`config.mk`:
```
export PLATFORM = sky130hd
export DESIGN_NAME = register_file
export DESIGN_NICKNAME = d
export VERILOG_FILES = /design/src/rtl/regfile_pkg.sv /design/src/rtl/gpr_register.sv /design/src/rtl/register_file.sv
export SDC_FILE = /design/constraint.sdc
export NUM_CORES = 1
export LEC_CHECK = 0
export CAP_MARGIN = 25
export CELL_PAD_IN_SITES_DETAIL_PLACEMENT = 0
export CELL_PAD_IN_SITES_GLOBAL_PLACEMENT = 1
export CORE_MARGIN = 2
export CORE_UTILIZATION = 40
export DETAILED_ROUTE_END_ITERATION = 8
export HOLD_SLACK_MARGIN = 0.12
export PLACE_DENSITY_LB_ADDON = 0.1
export SKIP_LAST_GASP = 1
export SLEW_MARGIN = 30
export SYNTH_ARGS = -nofsm -noshare
export SYNTH_HDL_FRONTEND = slang
export SYNTH_SLANG_ARGS = --single-unit
```
`constraint.sdc`:
```
create_clock -name clk -period 3.1 [get_ports clk]
set_input_delay 0.775 -clock clk [delete_from_list [all_inputs] [get_ports clk]]
set_output_delay 0.775 -clock clk [all_outputs]
set_load 0.03 [all_outputs]
```
`src/rtl/regfile_pkg.sv`:
```
// Shared widths and types for the 16 x 16-bit general-purpose register file.
// Also holds the read-port select helper that the top uses for both ports.
package regfile_pkg;

  localparam int DATA_W    = 16;
  localparam int NUM_REGS  = 16;
  localparam int REG_IDX_W = $clog2(NUM_REGS);

  typedef logic [REG_IDX_W-1:0] reg_idx_t;
  typedef logic [DATA_W-1:0]    reg_data_t;

  // In-flight write data wins over the stored value; reset forces zero.
  function automatic reg_data_t read_sel(
    input logic      rst_n,
    input logic      byp_hit,
    input reg_data_t wr_data,
    input reg_data_t stored
  );
    reg_data_t res;
    res = '0;
    if (rst_n) begin
      res = byp_hit ? wr_data : stored;
    end
    return res;
  endfunction

endpackage

```
`src/rtl/gpr_register.sv`:
```
// One register-file entry: loads wr_data_i on clk when wr_en_i, cleared while rst_n is low.
// Single-cycle write latency; the output is the stored value with no backpressure.
module gpr_register
  import regfile_pkg::*;
(
  input  logic                clk,
  input  logic                rst_n,
  input  logic                wr_en_i,
  input  logic [DATA_W-1:0]   wr_data_i,
  output logic [DATA_W-1:0]   rd_data_o
);

  reg_data_t data_d;
  reg_data_t data_q;

  always_comb begin
    data_d = data_q;
    if (wr_en_i) begin
      data_d = wr_data_i;
    end
  end

  always_ff @(posedge clk or negedge rst_n) begin
    if (!rst_n) begin
      data_q <= '0;
    end else begin
      data_q <= data_d;
    end
  end

  assign rd_data_o = data_q;

endmodule

```
`src/rtl/register_file.sv`:
```
// 16 x 16-bit register file: two combinational read ports with write bypass, one write port.
// Reads are zero-latency, writes commit on the rising edge; never stalls.
module register_file
  import regfile_pkg::*;
(
  input  logic                 clk,
  input  logic                 rst,
  input  logic [REG_IDX_W-1:0] SrcReg1,
  input  logic [REG_IDX_W-1:0] SrcReg2,
  input  logic [REG_IDX_W-1:0] DstReg,
  input  logic                 WriteReg,
  input  logic [DATA_W-1:0]    DstData,
  output logic [DATA_W-1:0]    SrcData1,
  output logic [DATA_W-1:0]    SrcData2
);

  logic [NUM_REGS-1:0] wr_en;
  reg_data_t           rf_q [NUM_REGS];
  logic                byp1_hit;
  logic                byp2_hit;

  // One-hot write decode; R0 is ordinary storage like every other entry.
  always_comb begin
    wr_en = '0;
    if (WriteReg) begin
      wr_en[DstReg] = 1'b1;
    end
  end

  for (genvar i = 0; i < NUM_REGS; i++) begin : g_gpr
    gpr_register u_gpr (
      .clk       (clk),
      .rst_n     (rst),
      .wr_en_i   (wr_en[i]),
      .wr_data_i (DstData),
      .rd_data_o (rf_q[i])
    );
  end

  assign byp1_hit = WriteReg && (DstReg == SrcReg1);
  assign byp2_hit = WriteReg && (DstReg == SrcReg2);

  always_comb begin
    SrcData1 = read_sel(rst, byp1_hit, DstData, rf_q[SrcReg1]);
    SrcData2 = read_sel(rst, byp2_hit, DstData, rf_q[SrcReg2]);
  end

endmodule

```
run_1/met1.png
Scale: 2 px per µm.
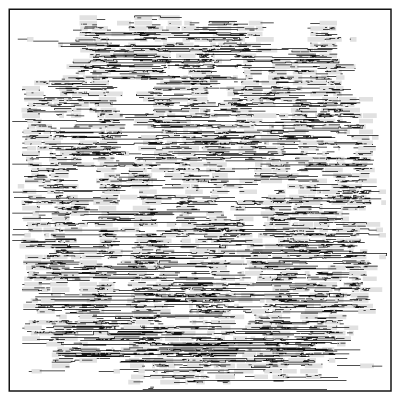
The layer holds 40% of the routed length. 1024 nets have wire on it. The longest straight run is 92.0 µm. The layer carries 18400 µm of wire. The wires run mostly horizontal.
via count: 9367
WL final: 46100 µm

run_1/met2.png
Scale: 2 px per µm.
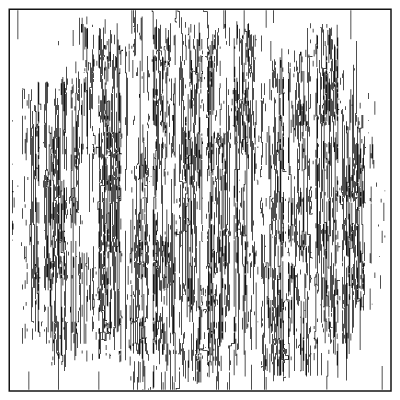
1053 nets have wire on it. The wires run mostly vertical. The layer holds 51% of the routed length. The layer carries 23.7 mm of wire. The longest straight run is 91.8 µm.
GRT met2 Usage: 45.9%

==> flow_metrics.tcl, run 1 <==
# implementation run metrics
set metrics [dict create \
    gp_congestion 0.805 \
    yosysTopAreaCellShare_pct 46.2 \
    cpPeakStageDelay_ps 330 \
    firstDrtPassIters 5 \
    timing.critical_path.mode_cell "buf_12" \
    cts_buffer_depth 3 \
    setup_tns_ps -2160 \
    maxSlewViolCount 0 \
    irDropWorstVdd_mv 0.431 \
    grt_antenna_before_repair 0 \
    critical-path-top-delay-family "buffers and inverters" \
    finalInstanceArea_mm2 0.0185 \
    htreeDepth 1 \
    p_leak_uw 0.00776 \
    fill_cells 2827 \
    timing_hold_violations_final 0 \
    cp.arrival_ps 2490 \
    hold-worst-slack_ps 361 \
    placementRows 68 \
    rsz0062_at_grt "true" \
    numSynthFlops 256 \
    r2r_end "g_gpr[14].u_gpr.rd_data_o[5]$_DFFE_PN0P_" \
    drive_above_1_share_pct 65.6 \
    wl_per_cell_um 29.7 \
    switching_share_pct 27.6 \
    clockRootBuffer "clkbuf_16" \
    slowest_stage "nor4_2" \
    yosys_warnings 0 \
    worst-path-buf-inv 6 \
    floorplan.nets 935 \
    final_nets 1104 \
    place_area_mm2 0.0163 \
    violations "setup timing" \
    area_leaders "dfrtp_1, mux4_2, mux2_2, a22oi_1, a22o_1" \
    setup_slack_ps -169 \
    die_y_um 190 \
    cp-startpoint "SrcReg2[0]" \
    grt_max_degree 161 \
    post-place-ws_ps -537 \
    vias_per_cell 6.05 \
    fp_util_pct 40.3 \
    path_depth 10 \
    dp.cells 1451 \
    pwr-share-comb_pct 27.7 \
    path_class "in2out" \
    ys_cells 904 \
    critPathMaxFanout 8 \
    num_antenna_cells 0 \
    max_slew_margin_pct 46.4 \
    grt_use_total_pct 26.0 \
    finish.cell_count_without_fillers 1549 \
    cts.clk_slew.worst_paths_ps 60 \
    largest_register_ffs 256 \
    crit_end "SrcData2[7]" \
    ys_chip_area_mm2 0.0139 \
    syn_inst 904 \
    p_per_area_mw_per_mm2 620 \
    dieArea_mm2 0.0362 \
    fin_util_pct 53.8 \
    avgSynthCellArea_um2 15.3 \
    fmaxAchievable_ghz 0.306 \
    grt_overflow 0 \
    die_w_um 190 \
    lay_top_cells "dfrtp_1, mux2_2, mux4_2, buf_4, buf_12" \
    tool_warnings 30 \
    final_common_cell "dfrtp_1" \
    io_pins 63 \
    cts_tree "yes" \
    p_int_uw 8300 \
    drt_iter0_markers 672 \
    worstMarginPinSlew_ps 802 \
    syn_area_mm2 0.0139 \
    ys_seq_share_pct 46.2 \
    fin_crit_ps 3270 \
    status "finished with violations" \
    r2r_start "g_gpr[14].u_gpr.rd_data_o[5]$_DFFE_PN0P_" \
    cts-buffers-inserted 30 \
    fin_crit_sh_pct 105 \
    setup_viol 31 \
    dpl.hpwl_um 29100 \
    power_frac_clock_pct 31.3 \
    synth.distinct_cells 26 \
    hold_class "in2async" \
    top_area_cell "dfrtp_1" \
    worstPathRequired_ps 2320 \
    pwr-share-seq_pct 41.0 \
    grt_pass1_vias 10660 \
    antenna_left 0 \
    r2r_cells 1 \
    coreArea_mm2 0.0344 \
    finClkSkew_ps 0 \
    clock.latency.late_pin_ps 550 \
    critPathLaunchType "primary input" \
    area_delta_synth_final_pct 33.4 \
    holdBufCountCts 0 \
    drc 0 \
    p_sw_uw 3160 \
    crit_chain "buf_16, buf_12, xor2_2, nor4_2, buf_4, a21boi_4, buf_12, buf_12, a22o_1, buf_12" \
    clock_sinks 256 \
    cap_violations 0 \
    r2r_slack_ps 2310 \
    power_uw 11500 \
    logic_area_mm2 0.00745 \
    grt_first_pass_wirelength_um 69000 \
    end_kind "output port" \
]
run_1/met3.png
Scale: 1.5 px per µm.
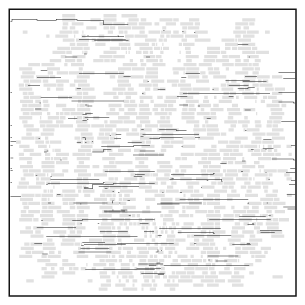
The longest straight run is 60.5 µm. The layer holds 4.3% of the routed length. The layer carries 1970 µm of wire.
GR met3 Demand/Resource: 3.43%

run_1/met4.png
Scale: 1.5 px per µm.
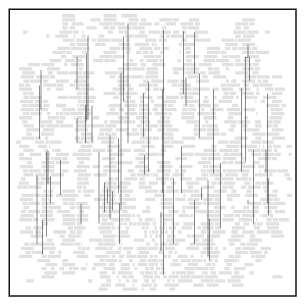
The wires run mostly vertical. The longest straight run is 163 µm. 30 nets have wire on it. The layer holds 4.3% of the routed length. The layer carries 1960 µm of wire.

## run 1: cells by family (layout without fill, tap and decap cells)
| family | after synthesis | in the layout | share of synthesized area (%) |
|---|---|---|---|
| muxes | 384 | 384 | 41.9 |
| DFF | 256 | 256 | 46.2 |
| and+or+nand+nor | 70 | 70 | 2.70 |
| AOI/OAI and AO/OA | 98 | 98 | 5.60 |
| xor gates and xnor gates | 8 | 8 | 0.506 |
| buffers and inverters | 88 | 278 | 3.11 |
## run 1: what timing repair did
item | CTS | global route
resized | 83 | 41
setup buffers | 26 | 10
pin swaps | 31 | 17
gates cloned | 9 | 2
setup endpoints to repair | 32 | 32
hold endpoints to repair | 0 | 0
## run 1: area by class of cell
type / instances / share of cell area (%)
clock buffer: 42 / 4.80
clock inverter: 11 / 0.704
multi-input combinational: 560 / 40.3
sequential: 256 / 34.6
tap: 455 / 3.08
timing repair buffer: 225 / 16.5
## run 1: synthesized netlist by cell type, drive strengths merged
master and number:
nand2 36, nor3 6, nor4 3, and2 2
mux4 128, nand3 2, dfrtp 256, and3 2
nand2b 3, buf 51, nor2 8, a22oi 64
a21boi 2, or3 2, mux2 256, nor2b 5
clkbuf 37, a22o 32, or4 1, xor2 8
## run 1: power by group through the flow
| stage | Clock, µW | Sequential (µW) | Combinational (µW) |
|---|---|---|---|
| after detailed placement | 0 | 4750 | 2900 |
| after global placement | 0 | 4620 | 2820 |
| after floorplan | 0 | 4530 | 1980 |
| final | 3590 | 4700 | 3170 |
| after global routing | 3810 | 4810 | 3360 |
| after CTS | 3680 | 4690 | 3100 |
## run 1: layer usage
metal | vias up | part of all wire (%) | GRT usage, %
met4 | 0 | 4.2 | 9.33
li1 | 3899 | - | -
met5 | - | 0 | 0
met2 | 264 | 51 | 45.9
met3 | 118 | 4.3 | 3.43
met1 | 5086 | 40 | 32.8
run_1/final_congestion.png
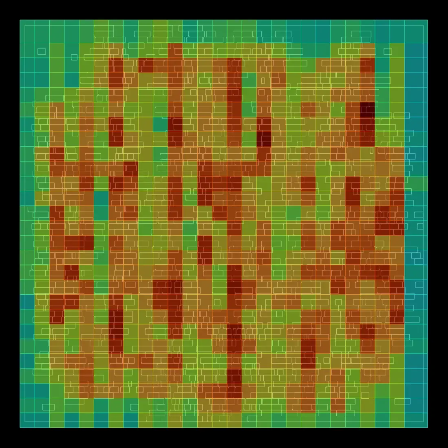

==> inputs of run 2 (changes only) <==
--- a/config.mk
+++ b/config.mk
@@ -13,6 +13,7 @@
 export DETAILED_ROUTE_END_ITERATION = 8
 export HOLD_SLACK_MARGIN = 0.12
 export PLACE_DENSITY_LB_ADDON = 0.1
+export SETUP_SLACK_MARGIN = 0.15
 export SKIP_LAST_GASP = 1
 export SLEW_MARGIN = 30
 export SYNTH_ARGS = -nofsm -noshare
run_2/final_congestion.png
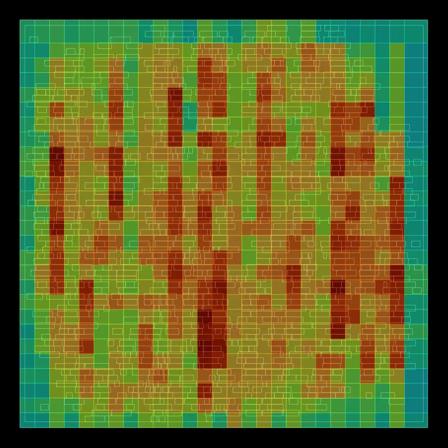
Most Crowded Layer GR: met2
gr usage total: 26.2%

run_2/met2.png
Scale: 2 px per µm.
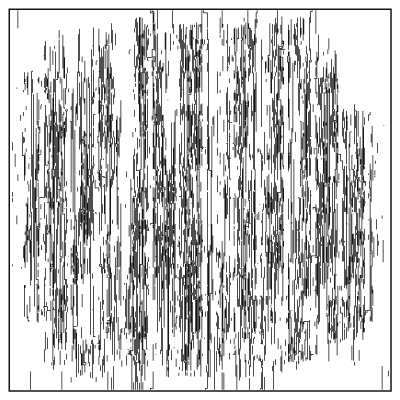
The layer holds 49% of the routed length. 1018 nets have wire on it. The wires run mostly vertical. The layer carries 23.1 mm of wire.
WL final: 47000 µm
GRT met2 Usage: 43.0%
via count: 9315

==> run 2 against run 1 <==
  * The flow still finishes with violations (setup timing)
  * Cell area is essentially flat
  * Combinational power up 2%
  * Wire length rose by 2.0%
  * Sequential cell count unchanged
  * Sequential power about the same
  * Area after synthesis stayed put
  * Clock-buffer cell count rose by 2
  * Clock power decreased by 2%
  * Maximum frequency increased by 4.7%
  * Via count shrank 0.56%
  * Worst hold slack worse by 150 ps
  * Cell count fell by 1.9%
  * Critical path type unchanged
  * Highest routed layer unchanged
==> flow_metrics.tcl, run 2 <==
# implementation run metrics
set metrics [dict create \
    num_antenna_cells 0 \
    avgSynthCellArea_um2 15.3 \
    r2r_cells 1 \
    r2r_end "g_gpr[4].u_gpr.rd_data_o[14]$_DFFE_PN0P_" \
    synth.distinct_cells 26 \
    final_common_cell "dfrtp_1" \
    drc 0 \
    status "finished with violations" \
    placementRows 68 \
    hold-worst-slack_ps 215 \
    drt_iter0_markers 497 \
    clock.latency.late_pin_ps 560 \
    die_w_um 190 \
    cts.clk_slew.worst_paths_ps 60 \
    post-place-ws_ps -896 \
    clockRootBuffer "clkbuf_16" \
    syn_area_mm2 0.0139 \
    setup_viol 5 \
    setup_slack_ps -23.0 \
    clkbuf_count 44 \
    drive_above_1_share_pct 68.5 \
    nNonClkInverters 0 \
    wl_met1_um 19400 \
    violations "setup timing" \
    grt_first_pass_wirelength_um 68100 \
    finalInstanceArea_mm2 0.0185 \
    buf_share_pct 15.3 \
    htreeDepth 1 \
    io_pins 63 \
    wl_per_cell_um 30.9 \
    crit_chain "buf_16, buf_12, buf_12, mux4_2, a22oi_2, nand2_1, a22o_4, buf_6" \
    syn_inst 904 \
    cp.arrival_ps 2350 \
    path_class "in2out" \
    max_slew_margin_pct 61.1 \
    r2r_start "g_gpr[4].u_gpr.rd_data_o[14]$_DFFE_PN0P_" \
    met1_usage_pct 35.0 \
    die_y_um 190 \
    synthArstFlopShare_pct 100 \
    met3_length_um 2150 \
    cts_tree "yes" \
    lay_top_cells "dfrtp_1, mux2_2, mux4_2, buf_12, buf_4" \
    ys_chip_area_mm2 0.0139 \
    clk_share_pct 5.34 \
    highest_layer "met4" \
    rsz0062_at_grt "true" \
    hold_class "in2async" \
    antenna_left 0 \
    fp_util_pct 40.3 \
    maxSlewViolCount 0 \
    sh_comb_area_pct 41.7 \
    critPathLaunchType "primary input" \
    cap_violations 0 \
    fmaxAchievable_ghz 0.320 \
    area_leaders "dfrtp_1, mux4_2, mux2_2, a22oi_1, a22o_1" \
    p_per_area_mw_per_mm2 618 \
    timing_hold_violations_final 0 \
    grtUsageMet3_pct 3.28 \
    cts_buffer_depth 3 \
    top_area_cell "dfrtp_1" \
    tap_cells 455 \
    grt_max_degree 185 \
    clock_sinks 256 \
    slowest_stage "mux4_2" \
    flops 256 \
    edf_count 0 \
    worstPathRequired_ps 2320 \
    yosys_warnings 0 \
    synthFlopType "dfrtp_1" \
]
run 2: per-stage QoR:
| step | total power (µW) | std cells |
|---|---|---|
| finish | 11400 | 1520 |
| global route | 11900 | 1520 |
| CTS | 11300 | 1506 |
| detailed placement | 7620 | 1438 |
| global placement | 7430 | 1438 |
| floorplan | 6520 | 904 |
run 2: worst max path at each step:
stage,startpoint,end,cells past startpoint
floorplan,SrcReg1[0],SrcData1[4],6
global placement,DstReg[2],SrcData1[14],8
detailed placement,DstReg[2],SrcData1[14],8
CTS,SrcReg1[3],SrcData1[15],8
global route,SrcReg2[0],SrcData2[15],8
finish,SrcReg1[0],SrcData1[14],8
run 2: critical path: cells and delay by family:
family / cells / cell delay [ps]
AOI/OAI and AO/OA: 2 / 430
muxes: 1 / 500
and+or+nand+nor: 1 / 90
buffers and inverters: 4 / 530
run 2: timing repair:
action / 4_1_cts / 5_1_grt
hold endpoints to repair: 28 / 0
setup buffers: 7 / 5
setup endpoints to repair: 32 / 32
gates cloned: 6 / 8
pin swaps: 8 / 53
hold buffers: 1 / 0
gates resized: 102 / 92
run 2: power breakdown:
| group | internal, µW | switching, µW | total [µW] |
|---|---|---|---|
| Clock | 2120 | 1390 | 3520 |
| Combinational | 1970 | 1240 | 3220 |
| Sequential | 4130 | 563 | 4690 |
run 2: kinds of logic after synthesis:
| group | count (synthesis) | synth area share [%] |
|---|---|---|
| AND-OR/OR-AND | 98 | 5.60 |
| XOR/XNOR | 8 | 0.506 |
| AND/OR/NAND/NOR | 70 | 2.70 |
| multiplexers | 384 | 41.9 |
| flip-flops | 256 | 46.2 |
| buffers and inverters | 88 | 3.11 |
==> inputs of run 3 (changes only) <==
--- a/config.mk
+++ b/config.mk
@@ -10,6 +10,7 @@
 export CELL_PAD_IN_SITES_GLOBAL_PLACEMENT = 1
 export CORE_MARGIN = 2
 export CORE_UTILIZATION = 40
+export CTS_CLUSTER_SIZE = 25
 export DETAILED_ROUTE_END_ITERATION = 8
 export HOLD_SLACK_MARGIN = 0.12
 export PLACE_DENSITY_LB_ADDON = 0.1
run_3/met1.png
Scale: 2 px per µm.
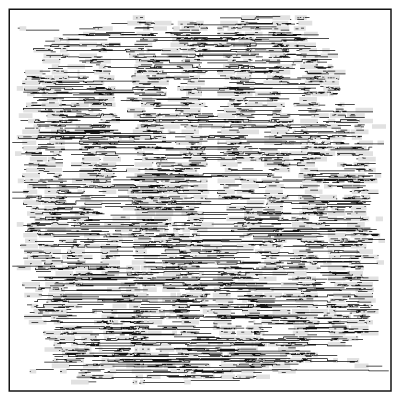
The longest straight run is 61.6 µm. The wires run mostly horizontal. The layer carries 19400 µm of wire. The layer holds 41% of the routed length.
met1 usage: 35.0%

==> run 3 against run 2 <==
  * Highest routed layer unchanged
  * Clock power about the same
  * Clock-buffer cell count unchanged
  * Via count unchanged
  * Maximum frequency unchanged
  * The run still ends with setup timing left
  * Critical endpoint unchanged
  * Clock skew unchanged
==> flow_metrics.tcl, run 3 <==
# implementation run metrics
set metrics [dict create \
    holdBufCountCts 1 \
    grt_use_total_pct 26.2 \
    tool_warnings 30 \
    largest_register_ffs 256 \
    setup_viol 5 \
    dieArea_mm2 0.0362 \
    violations "setup timing" \
    pwr-share-seq_pct 41.1 \
    path_class "in2out" \
    io_pins 63 \
    antenna_left 0 \
    crit_end "SrcData1[14]" \
    cap_violations 0 \
    status "finished with violations" \
    r2r_start "g_gpr[4].u_gpr.rd_data_o[14]$_DFFE_PN0P_" \
    ys_cells 904 \
    numSynthFlops 256 \
    critical-path-top-delay-family "buffers and inverters" \
    r2r_cells 1 \
    p_int_uw 8230 \
    clockRootBuffer "clkbuf_16" \
    power_uw 11400 \
    fin_crit_ps 3120 \
    worstMarginPinSlew_ps 584 \
    end_kind "output port" \
    syn_area_mm2 0.0139 \
    rsz0062_at_grt "true" \
    ys_seq_share_pct 46.2 \
    final_nets 1074 \
    yosysTopAreaCellShare_pct 46.2 \
    hold_class "in2async" \
    floorplan.nets 935 \
    num_antenna_cells 0 \
    cts_buffer_depth 3 \
    cp.arrival_ps 2350 \
    cp-startpoint "SrcReg1[0]" \
    slowest_stage "mux4_2" \
    vias_per_cell 6.13 \
    cts-buffers-inserted 30 \
    fill_cells 2798 \
    timing.critical_path.mode_cell "buf_12" \
    cts_setup_buffers 7 \
    grt_max_degree 185 \
    final_common_cell "dfrtp_1" \
    switching_share_pct 28.0 \
    post_cts_resized 102 \
    crit_chain "buf_16, buf_12, buf_12, mux4_2, a22oi_2, nand2_1, a22o_4, buf_6" \
    fmaxAchievable_ghz 0.320 \
    yosys_warnings 0 \
    dp.cells 1438 \
    gp_congestion 0.783 \
    lay_top_cells "dfrtp_1, mux2_2, mux4_2, buf_12, buf_4" \
    fin_util_pct 53.8 \
    max_slew_margin_pct 61.1 \
    dpl.hpwl_um 28400 \
    synth.distinct_cells 26 \
    grt_antenna_before_repair 0 \
    cts.clk_slew.worst_paths_ps 60 \
    synthFlopType "dfrtp_1" \
    coreArea_mm2 0.0344 \
    critPathLaunchType "primary input" \
    fa_ha_area_share_pct 0 \
    r2r_end "g_gpr[4].u_gpr.rd_data_o[14]$_DFFE_PN0P_" \
    setup_tns_ps -68.4 \
    clock.latency.late_pin_ps 560 \
    placementRows 68 \
    num_vias 9315 \
    place_area_mm2 0.0162 \
    drt_iter0_markers 497 \
    top_area_cell "dfrtp_1" \
    p_leak_uw 0.00767 \
    fin_crit_sh_pct 101 \
    cpPeakStageDelay_ps 500 \
    die_y_um 190 \
    synthAoiAreaFrac_pct 5.60 \
    synthArstFlopShare_pct 100 \
    setup_slack_ps -23.0 \
    firstDrtPassIters 5 \
    drc 0 \
    grt_overflow 0 \
    irDropWorstVdd_mv 0.468 \
    worst-path-buf-inv 4 \
    grt_first_pass_wirelength_um 68100 \
]
run_3/met2.png
Scale: 2 px per µm.
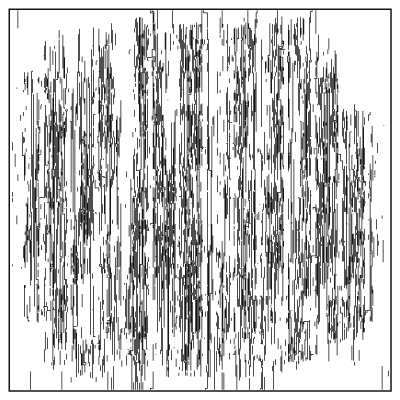
1018 nets have wire on it. The layer carries 23.1 mm of wire. The longest straight run is 86.7 µm. The layer holds 49% of the routed length.

-- run 3: worst min-delay path by stage --
stage                                                          from                                         to  cells past startpoint
final                                                           rst   g_gpr[6].u_gpr.rd_data_o[15]$_DFFE_PN0P_                      2
after global routing                                            rst   g_gpr[1].u_gpr.rd_data_o[15]$_DFFE_PN0P_                      2
after CTS                                                       rst   g_gpr[1].u_gpr.rd_data_o[15]$_DFFE_PN0P_                      2
after detailed placement  g_gpr[14].u_gpr.rd_data_o[14]$_DFFE_PN0P_  g_gpr[14].u_gpr.rd_data_o[14]$_DFFE_PN0P_                      1
after global placement      g_gpr[8].u_gpr.rd_data_o[2]$_DFFE_PN0P_    g_gpr[8].u_gpr.rd_data_o[2]$_DFFE_PN0P_                      1
after floorplan                                                 rst    g_gpr[0].u_gpr.rd_data_o[0]$_DFFE_PN0P_                      0
-- run 3: power groups by stage --
stage	sequential (µW)	clock, µW	combinational (µW)
6_report	4690	3520	3220
5_1_grt	4800	3740	3410
4_1_cts	4680	3590	3040
3_5_place_dp	4740	0	2880
3_3_place_gp	4620	0	2800
2_1_floorplan	4530	0	2000
-- run 3: layout make-up --
| class | count | area share [%] |
|---|---|---|
| multi-input combinational | 560 | 41.7 |
| clock buffer | 44 | 4.78 |
| sequential | 256 | 34.6 |
| tap | 455 | 3.08 |
| clock inverter | 10 | 0.561 |
| timing repair buffer | 195 | 15.3 |
-- run 3: per-layer routing --
| metal | vias to the layer above | GRT usage (%) | share of wire, % |
|---|---|---|---|
| met5 | - | 0 | 0 |
| met4 | 0 | 11.7 | 5.0 |
| met3 | 120 | 3.28 | 4.6 |
| met2 | 296 | 43.0 | 49 |
| met1 | 5042 | 35.0 | 41 |
| li1 | 3857 | - | - |
Power is estimated from default activity; no workload was simulated.
